$ cat config.mk
export PLATFORM = sky130hd
export DESIGN_NAME = fifo_stream_reader_flat
export DESIGN_NICKNAME = d
export VERILOG_FILES = /design/src/rtl/fifo_pkg.sv /design/src/rtl/fifo_stream_reader_if.sv /design/src/rtl/fifo_stream_skid.sv /design/src/rtl/fifo_stream_reader.sv /design/src/flat_wrapper.sv
export SDC_FILE = /design/constraint.sdc
export NUM_CORES = 1
export LEC_CHECK = 0
export ABC_AREA = 0
export CAP_MARGIN = 20
export CORE_ASPECT_RATIO = 1.4
export CORE_MARGIN = 2
export CORE_UTILIZATION = 40
export CTS_BUF_LIST = sky130_fd_sc_hd__clkbuf_16
export CTS_CLUSTER_DIAMETER = 50
export DETAILED_ROUTE_END_ITERATION = 12
export PLACE_DENSITY = 0.67
export SLEW_MARGIN = 20
export SYNTH_ARGS = -nofsm -noshare
export SYNTH_HDL_FRONTEND = slang
export SYNTH_HIERARCHICAL = 1
export SYNTH_SLANG_ARGS = --single-unit
$ cat constraint.sdc
create_clock -name rd_clk -period 7.6 [get_ports rd_clk]
set_input_delay 2.28 -clock rd_clk [delete_from_list [all_inputs] [get_ports rd_clk]]
set_output_delay 2.28 -clock rd_clk [all_outputs]
set_load 0.01 [all_outputs]
$ cat src/rtl/fifo_pkg.sv
// Shared constants and width helpers for the FIFO stream reader slice.
package fifo_pkg;

    localparam int unsigned DATA_WIDTH_DEF = 16;
    localparam int unsigned BUF_DEPTH_DEF  = 2;

    function automatic int unsigned clog2(input int unsigned value);
        int unsigned res;
        res = 0;
        while ((64'd1 << res) < 64'(value)) res++;
        return res;
    endfunction

    // Index width that stays legal (>= 1 bit) even for a single-entry range.
    function automatic int unsigned idx_width(input int unsigned range);
        return (clog2(range) == 0) ? 1 : clog2(range);
    endfunction

    // Occupancy must represent 0..depth inclusive.
    function automatic int unsigned cnt_width(input int unsigned depth);
        return clog2(depth) + 1;
    endfunction

endpackage

$ cat src/rtl/fifo_stream_reader_if.sv
// Backpressured valid/ready stream with burst framing (last flag).
interface fifo_stream_reader_if
    import fifo_pkg::*;
#(
    parameter int unsigned DATA_WIDTH = DATA_WIDTH_DEF
);
    logic                  m_valid;
    logic                  m_ready;
    logic [DATA_WIDTH-1:0] m_data;
    logic                  m_last;

    modport master (output m_valid, output m_data, output m_last, input m_ready);
    modport slave  (input m_valid, input m_data, input m_last, output m_ready);
endinterface

$ cat src/rtl/fifo_stream_skid.sv
// Circular prefetch buffer: push at tail, pop at head, occupancy count.
module fifo_stream_skid
    import fifo_pkg::*;
#(
    parameter  int unsigned DATA_WIDTH = DATA_WIDTH_DEF,
    parameter  int unsigned BUF_DEPTH  = BUF_DEPTH_DEF,
    localparam int unsigned PW         = idx_width(BUF_DEPTH),
    localparam int unsigned CW         = cnt_width(BUF_DEPTH)
) (
    input  logic                  rd_clk,
    input  logic                  rst,
    input  logic                  push,
    input  logic [DATA_WIDTH-1:0] push_data,
    input  logic                  pop,
    output logic [DATA_WIDTH-1:0] head_data,
    output logic [CW-1:0]         count,
    output logic                  full
);

    logic [PW-1:0]         head_q, tail_q;
    logic [CW-1:0]         count_q;
    logic [DATA_WIDTH-1:0] mem_q [BUF_DEPTH];
    logic                  push_ok, pop_ok;

    assign full    = (count_q == CW'(BUF_DEPTH));
    // A same-cycle pop makes room, so a push into a full buffer is still legal then.
    assign push_ok = push && (!full || pop);
    assign pop_ok  = pop && (count_q != '0);

    always_ff @(posedge rd_clk) begin
        if (rst) begin
            head_q  <= '0;
            tail_q  <= '0;
            count_q <= '0;
        end else begin
            if (push_ok) tail_q <= tail_q + 1'b1;
            if (pop_ok)  head_q <= head_q + 1'b1;
            if (push_ok && !pop_ok) begin
                count_q <= count_q + 1'b1;
            end else if (!push_ok && pop_ok) begin
                count_q <= count_q - 1'b1;
            end
        end
    end

    always_ff @(posedge rd_clk) begin
        if (push_ok) mem_q[tail_q] <= push_data;
    end

    assign head_data = mem_q[head_q];
    assign count     = count_q;

endmodule

$ cat src/rtl/fifo_stream_reader.sv
// FIFO pop interface to valid/ready burst stream converter (read clock domain).
// Optional statistics counters enabled by defining FIFO_STREAM_READER_STATS_EN.
module fifo_stream_reader
    import fifo_pkg::*;
#(
    parameter int unsigned DATA_WIDTH = DATA_WIDTH_DEF,
    parameter int unsigned BUF_DEPTH  = BUF_DEPTH_DEF,
    parameter int unsigned BURST_LEN  = 8,
    parameter int unsigned CNT_WIDTH  = 16
) (
    input  logic                   rd_clk,
    input  logic                   rst,
    input  logic                   enable,
    input  logic                   fifo_empty,
    output logic                   fifo_rd_en,
    input  logic                   fifo_valid,
    input  logic [DATA_WIDTH-1:0]  fifo_dout,
    fifo_stream_reader_if.master   m_if,
    output logic                   idle,
    output logic                   err_ovf
`ifdef FIFO_STREAM_READER_STATS_EN
    ,
    output logic [CNT_WIDTH-1:0]   stat_beats,
    output logic [CNT_WIDTH-1:0]   stat_stalls
`endif
);

    localparam int unsigned CW = cnt_width(BUF_DEPTH);
    localparam int unsigned BW = idx_width(BURST_LEN);
    localparam logic [BW-1:0] LastBeat = BW'(BURST_LEN - 1);

    if (BUF_DEPTH < 2 || (BUF_DEPTH & (BUF_DEPTH - 1)) != 0 || BURST_LEN < 1 ||
        CNT_WIDTH < 1) begin : g_bad_params
        $error("fifo_stream_reader: illegal parameter combination");
    end

    logic          inflight_q, rst_q, err_ovf_q;
    logic [BW-1:0] beat_q, beat_d;
    logic [CW-1:0] count;
    logic [CW:0]   occupancy;
    logic          full, pop, push;

    assign pop  = m_if.m_valid && m_if.m_ready;
    // Data landing in the cycle right after reset belongs to a pre-reset request.
    assign push = fifo_valid && !rst_q;

    assign occupancy  = {1'b0, count} + (CW+1)'(inflight_q) - (CW+1)'(pop);
    assign fifo_rd_en = enable && !rst && !fifo_empty && (occupancy < (CW+1)'(BUF_DEPTH));

    fifo_stream_skid #(
        .DATA_WIDTH (DATA_WIDTH),
        .BUF_DEPTH  (BUF_DEPTH)
    ) u_skid (
        .rd_clk    (rd_clk),
        .rst       (rst),
        .push      (push),
        .push_data (fifo_dout),
        .pop       (pop),
        .head_data (m_if.m_data),
        .count     (count),
        .full      (full)
    );

    assign m_if.m_valid = (count != '0);
    assign m_if.m_last  = m_if.m_valid && (beat_q == LastBeat);
    assign idle         = (count == '0) && !inflight_q;
    assign err_ovf      = err_ovf_q;

    always_comb begin
        beat_d = beat_q;
        if (pop) beat_d = (beat_q == LastBeat) ? '0 : beat_q + 1'b1;
    end

    always_ff @(posedge rd_clk) begin
        rst_q <= rst;
        if (rst) begin
            inflight_q <= 1'b0;
            beat_q     <= '0;
            err_ovf_q  <= 1'b0;
        end else begin
            inflight_q <= fifo_rd_en && !fifo_empty;
            beat_q     <= beat_d;
            if (push && full && !pop) err_ovf_q <= 1'b1;
        end
    end

`ifdef FIFO_STREAM_READER_STATS_EN
    logic [CNT_WIDTH-1:0] beats_q, stalls_q;

    always_ff @(posedge rd_clk) begin
        if (rst) begin
            beats_q  <= '0;
            stalls_q <= '0;
        end else begin
            if (pop && !(&beats_q)) beats_q <= beats_q + 1'b1;
            if (m_if.m_valid && !m_if.m_ready && !(&stalls_q)) stalls_q <= stalls_q + 1'b1;
        end
    end

    assign stat_beats  = beats_q;
    assign stat_stalls = stalls_q;
`endif

endmodule

$ cat src/flat_wrapper.sv
// flat-port wrapper written by rule: the top's interface ports become plain ports
module fifo_stream_reader_flat import fifo_pkg::*;
#(
    parameter int unsigned DATA_WIDTH = DATA_WIDTH_DEF,
    parameter int unsigned BUF_DEPTH  = BUF_DEPTH_DEF,
    parameter int unsigned BURST_LEN  = 8,
    parameter int unsigned CNT_WIDTH  = 16
)
  (rd_clk, rst, enable, fifo_empty, fifo_rd_en, fifo_valid, fifo_dout, idle, err_ovf, m_if_m_valid, m_if_m_data, m_if_m_last, m_if_m_ready);
  fifo_stream_reader_if #(.DATA_WIDTH(DATA_WIDTH)) m_if_i ();
  input  logic rd_clk;
  input  logic rst;
  input  logic enable;
  input  logic fifo_empty;
  output logic fifo_rd_en;
  input  logic fifo_valid;
  input  logic [DATA_WIDTH-1:0] fifo_dout;
  output logic idle;
  output logic err_ovf;
  output wire logic [$bits(m_if_i.m_valid)-1:0] m_if_m_valid;
  output wire logic [$bits(m_if_i.m_data)-1:0] m_if_m_data;
  output wire logic [$bits(m_if_i.m_last)-1:0] m_if_m_last;
  input wire logic [$bits(m_if_i.m_ready)-1:0] m_if_m_ready;
  assign m_if_m_valid = m_if_i.m_valid;
  assign m_if_m_data = m_if_i.m_data;
  assign m_if_m_last = m_if_i.m_last;
  assign m_if_i.m_ready = m_if_m_ready;
  fifo_stream_reader #(.DATA_WIDTH(DATA_WIDTH), .BUF_DEPTH(BUF_DEPTH), .BURST_LEN(BURST_LEN), .CNT_WIDTH(CNT_WIDTH)) u_core (.rd_clk(rd_clk), .rst(rst), .enable(enable), .fifo_empty(fifo_empty), .fifo_rd_en(fifo_rd_en), .fifo_valid(fifo_valid), .fifo_dout(fifo_dout), .m_if(m_if_i), .idle(idle), .err_ovf(err_ovf));
endmodule
**Run 1: sequential cells coloured by netlist name**

Bar = 20 um. Other sequential cells in the stronger grey, the rest of the logic in the fainter grey.
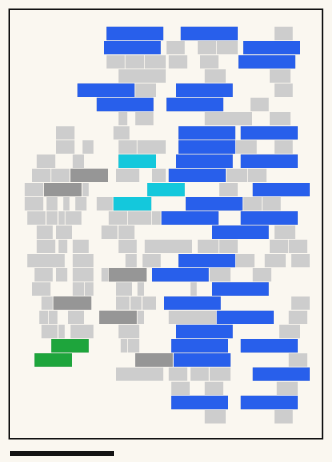
u_core/u_skid/mem_q -> blue  # sequential cells 32
u_core/beat_q -> cyan  # sequential cells 3
u_core/u_skid/count -> green  # sequential cells 2
not coloured = 6

**Run 1: I/O nets highlighted**

Bar = 20 um.
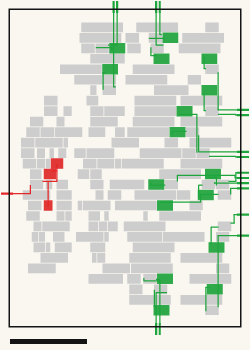
m_if_m_ready -> red  # bits 1, direction input, edge left, end cells 3, buffers 1, wire 23.0 um
m_if_m_data -> green  # bits 16, direction output, edge 10 right, 4 top, 2 bottom, end cells 16, buffers 16, wire 274 um
top-level I/O count: 43
number of port buffers: 42

**Run 1: power grid**

Bar = 20 um. Pins as bars on the die edge. Tap cells in grey.
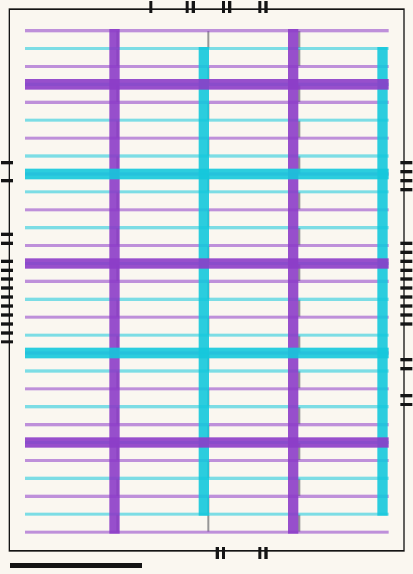
VDD -> cyan
VSS -> purple
met1 rails = 29
tap cells = 45
rows = 28
signal pins = 43
met5 straps = 5

**Run 1: placement view**

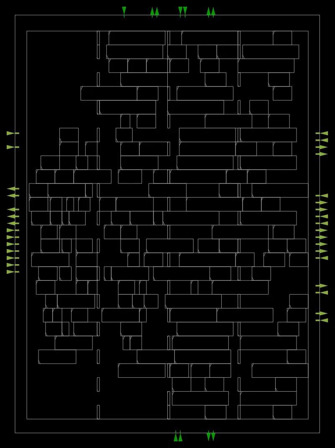
number of inserted filler cells in the final layout: 366
inserted tap cell count: 45

==> impl_metrics.yaml, run 1 <==
# synthesis and place-and-route metrics
final_timing:
  finalHoldViolations: 0
  hold_ws_ns: 0.4823
  maxSlewViolCount: 0
  max_freq_ghz: 0.1472
  setup_viol: 0
  slew_headroom: 0.4956
  rsz0062_at_grt: "false"
  period_needed_ns: 6.792
  period_used_share: 0.8936
  setup_total_negative_slack_ns: 0
setup_path:
  critPathKind: "input port to output port"
  ff_to_ff_setup_slack_ns: 5.54
  cp-end-kind: "output port"
  critPathMaxFanout: 3
  worstPathRequired_ns: 5.32
  reg2reg_from: "u_core/u_skid/count[0]"
  worstSetupStartpointType: "input port"
  crit_arrival_ns: 4.51
  critical-path-max-stage-delay_ns: 0.60
grt:
  grt-ovfl-total: 0
  grt.met3_usage: 0.05354
  globalRoute.busiestLayer: "met2"
  gr-usage-all-layers: 0.1342
  grt_start_max_net_pins: 18
  antenna_found_initial: 0
  grt.met2_usage: 0.2326
die:
  die_width_um: 59.73
  dieHeight_um: 82.02
  placementRows: 28
  chip_area_mm2: 0.004899
drt:
  tally_of_nets_with_antenna_violations_remaining_after_routing: 0
  number_of_iterations_in_the_first_detailed_routing_pass: 4
  met2_length_um: 1526
  detailed_route_wire_length_per_cell_um: 14.82
  detail_route.iter0.violations: 30
  route.vias.total: 1027
  wl_met1_um: 1109
  post-route-drc-count: 0
  routed_wirelength_um: 2978
  dr_wl_met3_um: 272
status:
  run_status: "finished, final reports clean"
run:
  warnings: 26
power_and_ir_drop:
  sw_frac_of_total: 0.2271
  power.internal_uw: 443.8
  comb_power_share: 0.162
  p_leak_uw: 0.0008318
  pwr-share-clk: 0.351
  clk-power_uw: 202
  power_combinational_uw: 92.9
  total_switching_power_uw: 130.4
  share_seq_of_total_power: 0.487
clock_tree:
  cts.repair.resized: 0
  cts-hold-fix-buffers: 0
  clkSlewWorstSetupHoldPaths_ns: 0.06
  cts_max_level: 2
  cts_buffer_depth: 2
  clock_latency_ns: 0.28
  cts_tree: "done"
  cts.root.buffer_cell: "sky130_fd_sc_hd__clkbuf_16"
final_layout:
  num-nets-final: 181
  post_route_cells_drive_above_1_share: 0.1987
  most_frequently_placed_logic_cell_in_the_final_layout: "sky130_fd_sc_hd__clkdlybuf4s50_1"
  antenna-diode-count: 0
  areaGrowthSynthToFinish_pct: 34.60
  utilization: 0.5568
place:
  gpl.final_weighted_congestion: 0.7108
logic_synthesis:
  ys.flop_type: "sky130_fd_sc_hd__edfxtp_1"
  synth-adder-area-share: 0.03309
  syn-instance-count: 108
  synthesis.area_mm2: 0.001739
  syn-num-nets: 134
  xor_xnor_share: 0.02014
  synth.top_cells.by_area: "sky130_fd_sc_hd__edfxtp_1, sky130_fd_sc_hd__dfxtp_1, sky130_fd_sc_hd__mux2_2"
  ys_seq_elements: 43
  ys_top_cells_by_count: "sky130_fd_sc_hd__edfxtp_1, sky130_fd_sc_hd__mux2_2, sky130_fd_sc_hd__dfxtp_1"
  syn_area_per_cell_um2: 16.10
  count_of_library_flops_with_an_enable_pin: 32
  synthDominantCellAreaShare: 0.5525
  ys_warn_count: 6
hold_path:
  min_delay_path_depth: 2
  hp-start: "u_core/beat_q[2]"
==> run 1: registers in the layout, indices dropped and copies added, names as in the netlist, named ones only <==
signal	cells
u_core/u_skid/head_q	1
u_core/err_ovf	1
u_core/u_skid/mem_q	32
u_core/beat_q	3
u_core/u_skid/count	2
u_core/inflight_q	1
u_core/rst_q	1
u_core/u_skid/tail_q	1
==> run 1: how the worst max path moves through the flow <==
stage / slack [ns] / endpoint / cells past startpoint / from
finish: 0.81 / fifo_rd_en / 7 / m_if_m_ready
global route: 0.65 / fifo_rd_en / 7 / m_if_m_ready
CTS: 0.78 / fifo_rd_en / 7 / m_if_m_ready
detailed placement: 0.80 / fifo_rd_en / 7 / m_if_m_ready
global placement: 0.89 / fifo_rd_en / 7 / m_if_m_ready
floorplan: 1.80 / fifo_rd_en / 5 / m_if_m_ready
==> run 1: area by class of cell <==
| type | count | area [um2] |
|---|---|---|
| clock inverters | 3 | 16.27 |
| inverters | 2 | 7.507 |
| clock buffers | 5 | 125.1 |
| well taps | 45 | 56.30 |
| fillers | 366 | 1863 |
| flip-flops and latches | 43 | 1181 |
| repair buffers | 43 | 427.9 |
| multi-input cells | 60 | 526.8 |
==> run 1: critical path, delay by kind of cell <==
| family | cells | cell delay, ns |
|---|---|---|
| AND-OR/OR-AND | 1 | 0.12 |
| AND/OR/NAND/NOR | 3 | 0.51 |
| adder cells (fa/ha/maj) | 1 | 0.49 |
| buffers and inverters | 2 | 1.10 |
==> run 1: metrics by stage <==
stage,total power (uW),cell area (um2),setup WS [ns],instances
2_1_floorplan,331.1,1739,1.799,108
3_3_place_gp,374.8,2200,0.8913,193
3_5_place_dp,379.0,2200,0.8015,193
4_1_cts,582.2,2341,0.7841,201
5_1_grt,598.8,2341,0.6473,201
6_report,574.2,2341,0.8084,201
## Run 2: what changed since run 1
CTS_BUF_LIST = sky130_fd_sc_hd__clkbuf_4   (was sky130_fd_sc_hd__clkbuf_16)
**Run 2: I/O nets highlighted**

Bar = 20 um.
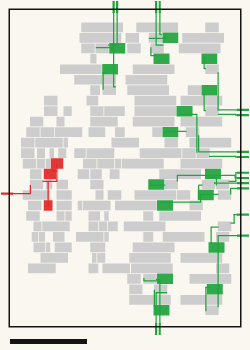

**Run 2: power grid**

Bar = 20 um. Pins as bars on the die edge. Tap cells in grey.
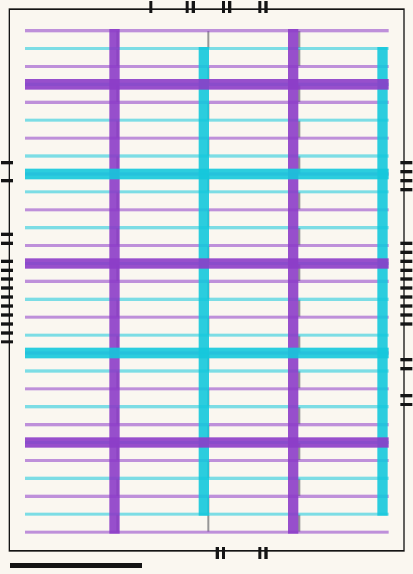
VDD -> cyan
VSS -> purple
met5 straps = 5
met1 rails = 29
rows = 28

==> impl_metrics.yaml, run 2 <==
# synthesis and place-and-route metrics
status:
  run_status: "finished, final reports clean"
clock_tree:
  cts-hold-fix-buffers: 0
  tritoncts.num_buffers: 5
  cts.root.buffer_cell: "sky130_fd_sc_hd__clkbuf_4"
  postCtsSetupRepairBufs: 0
  cts_tree: "done"
  cts.repair.resized: 0
  cts_buffer_depth: 2
  clock_latency_ns: 0.35
  clkSlewWorstSetupHoldPaths_ns: 0.11
  cts_max_level: 2
drt:
  routed_wirelength_um: 2944
  detail_route.iter0.violations: 37
  route.vias.total: 1025
  tally_of_nets_with_antenna_violations_remaining_after_routing: 0
  number_of_iterations_in_the_first_detailed_routing_pass: 4
  post-route-drc-count: 0
  detailed_route_wire_length_per_cell_um: 14.65
run:
  maxCapViolations: 0
  warnings: 26
logic_synthesis:
  synthesis.area_mm2: 0.001739
  synthDominantCellAreaShare: 0.5525
  ys_seq_elements: 43
  count_of_library_flops_with_an_enable_pin: 32
  syn_area_per_cell_um2: 16.10
  top_area_cell: "sky130_fd_sc_hd__edfxtp_1"
  top_cell: "sky130_fd_sc_hd__edfxtp_1"
  post_synthesis_cell_type_count: 33
  syn-instance-count: 108
  syn-num-nets: 134
  ys_warn_count: 6
  ys_top_cells_by_count: "sky130_fd_sc_hd__edfxtp_1, sky130_fd_sc_hd__mux2_2, sky130_fd_sc_hd__dfxtp_1"
  synth-async-reset-ratio: 0
  yosys_cell_count: 108
  ys.flop_type: "sky130_fd_sc_hd__edfxtp_1"
  synth.top_cells.by_area: "sky130_fd_sc_hd__edfxtp_1, sky130_fd_sc_hd__dfxtp_1, sky130_fd_sc_hd__mux2_2"
final_timing:
  period_used_share: 0.8936
  setup_viol: 0
  finalHoldViolations: 0
  setup_total_negative_slack_ns: 0
  timing.clock.skew_ns: 0.009380
  rsz0062_at_grt: "false"
  max_freq_ghz: 0.1473
  period_needed_ns: 6.791
  hold_ws_ns: 0.4902
  max_slew.worst_pin.slew_ns: 0.7632
  slew_headroom: 0.4912
  maxSlewViolCount: 0
grt:
  gr-usage-all-layers: 0.1320
  first_global_vias: 1071
  grt-ovfl-total: 0
  antenna_found_initial: 0
  first_pass_grt_wire_length_um: 4747
  grt_start_max_net_pins: 18
setup_path:
  cpMaxStageDelayCell: "sky130_fd_sc_hd__clkdlybuf4s50_1"
  worstPathCellList: "clkdlybuf4s50_1, and3b_1, o21ai_0, fa_1, nand2_1, nor4_1, clkdlybuf4s50_1"
  critPathTopFamily: "buffers and inverters"
  critPathKind: "input port to output port"
  critPathBufInv: 2
  critical-path-max-stage-delay_ns: 0.60
  crit_arrival_ns: 4.51
  critical-path-top-cell-by-count: "sky130_fd_sc_hd__clkdlybuf4s50_1"
  worstPathRequired_ns: 5.32
  critPathMaxFanout: 3
  cp-end-kind: "output port"
  worstSetupStartpointType: "input port"
final_layout:
  post_route_cells_drive_above_1_share: 0.2051
  areaGrowthSynthToFinish_pct: 29.78
  num-nets-final: 181
  antenna-diode-count: 0
  top_register: "u_core/u_skid/mem_q"
  final_cell_mix: "sky130_fd_sc_hd__clkdlybuf4s50_1, sky130_fd_sc_hd__edfxtp_1, sky130_fd_sc_hd__mux2_2"
  mi_logic_area_um2: 526.8
  design_area_mm2: 0.002257
  fillers: 372
  area.sequential_mm2: 0.001181
  most_frequently_placed_logic_cell_in_the_final_layout: "sky130_fd_sc_hd__clkdlybuf4s50_1"
  largest_register_ff_count: 32
place:
  numPortBuffers: 42
  hpwlAfterDp_um: 2143
  dpl_cell_area_mm2: 0.002200
  gpl.final_weighted_congestion: 0.7108
power_and_ir_drop:
  power.ir.vdd_worst_uv: 141.9
  p_leak_uw: 0.0007925
die:
  ios: 43
  chip_area_mm2: 0.004899
  core_utilization_before_placement: 0.4137
  die_width_um: 59.73
  dieHeight_um: 82.02
  placementRows: 28
  core_footprint_mm2: 0.004204
run 2: cell counts after synthesis:
No cell type changed its count.
run 2: power by group:
group | total [uW] | switching (uW) | internal, uW
registers | 279 | 11.8 | 267
clock network | 109 | 70.0 | 39.3
logic | 93.0 | 36.6 | 56.4
total | 481 | 118 | 363
run 2: worst paths after layout:
| check | start | to | slack [ns] | depth (start not counted) |
|---|---|---|---|---|
| worst max-delay path | m_if_m_ready | fifo_rd_en | 0.81 | 7 |
| worst min-delay path | u_core/beat_q[2] | u_core/beat_q[2] | 0.49 | 2 |
| worst max register to register | u_core/u_skid/count[0] | u_core/u_skid/mem_q[1][5] | 5.53 | 4 |
| worst min register to register | u_core/beat_q[2] | u_core/beat_q[2] | 0.49 | 2 |
run 2: final cells by class:
type | instances | area share
clock buffers | 6 | 0.01996
clock inverters | 2 | 0.005543
flip-flops and latches | 43 | 0.5233
multi-input cells | 60 | 0.2334
well taps | 45 | 0.02494
repair buffers | 43 | 0.1896
inverters | 2 | 0.003326
run 2: per-layer routing:
metal  track usage  up-vias  routed length (um)
met1        0.1337      490                1105
met3       0.04567        6                 278
li1              -      492                   -
met4       0.08000        0                  48
met5             0        -                   0
met2        0.2272       37                1510
run 2: per-stage QoR:
step                std cells  setup slack (ns)    util  total power [uW]
floorplan                 108             1.799       -             331.1
global placement          193            0.8913  0.5232             374.8
detailed placement        193            0.8015  0.5232             379.0
CTS                       201            0.7841  0.5369             489.6
global route              201            0.6473  0.5369             506.8
finish                    201            0.8089  0.5369             481.3
run 2: kinds of logic after synthesis:
kind of cell,Yosys count,synth area share
flops,43,0.6791
mux,20,0.1302
simple gates,25,0.09281
xor+xnor,4,0.02014
fa+ha+maj,4,0.03310
compound gates,7,0.02662
buf+inv,5,0.01799
No activity file was given, so power comes from the tool's default toggle rates.
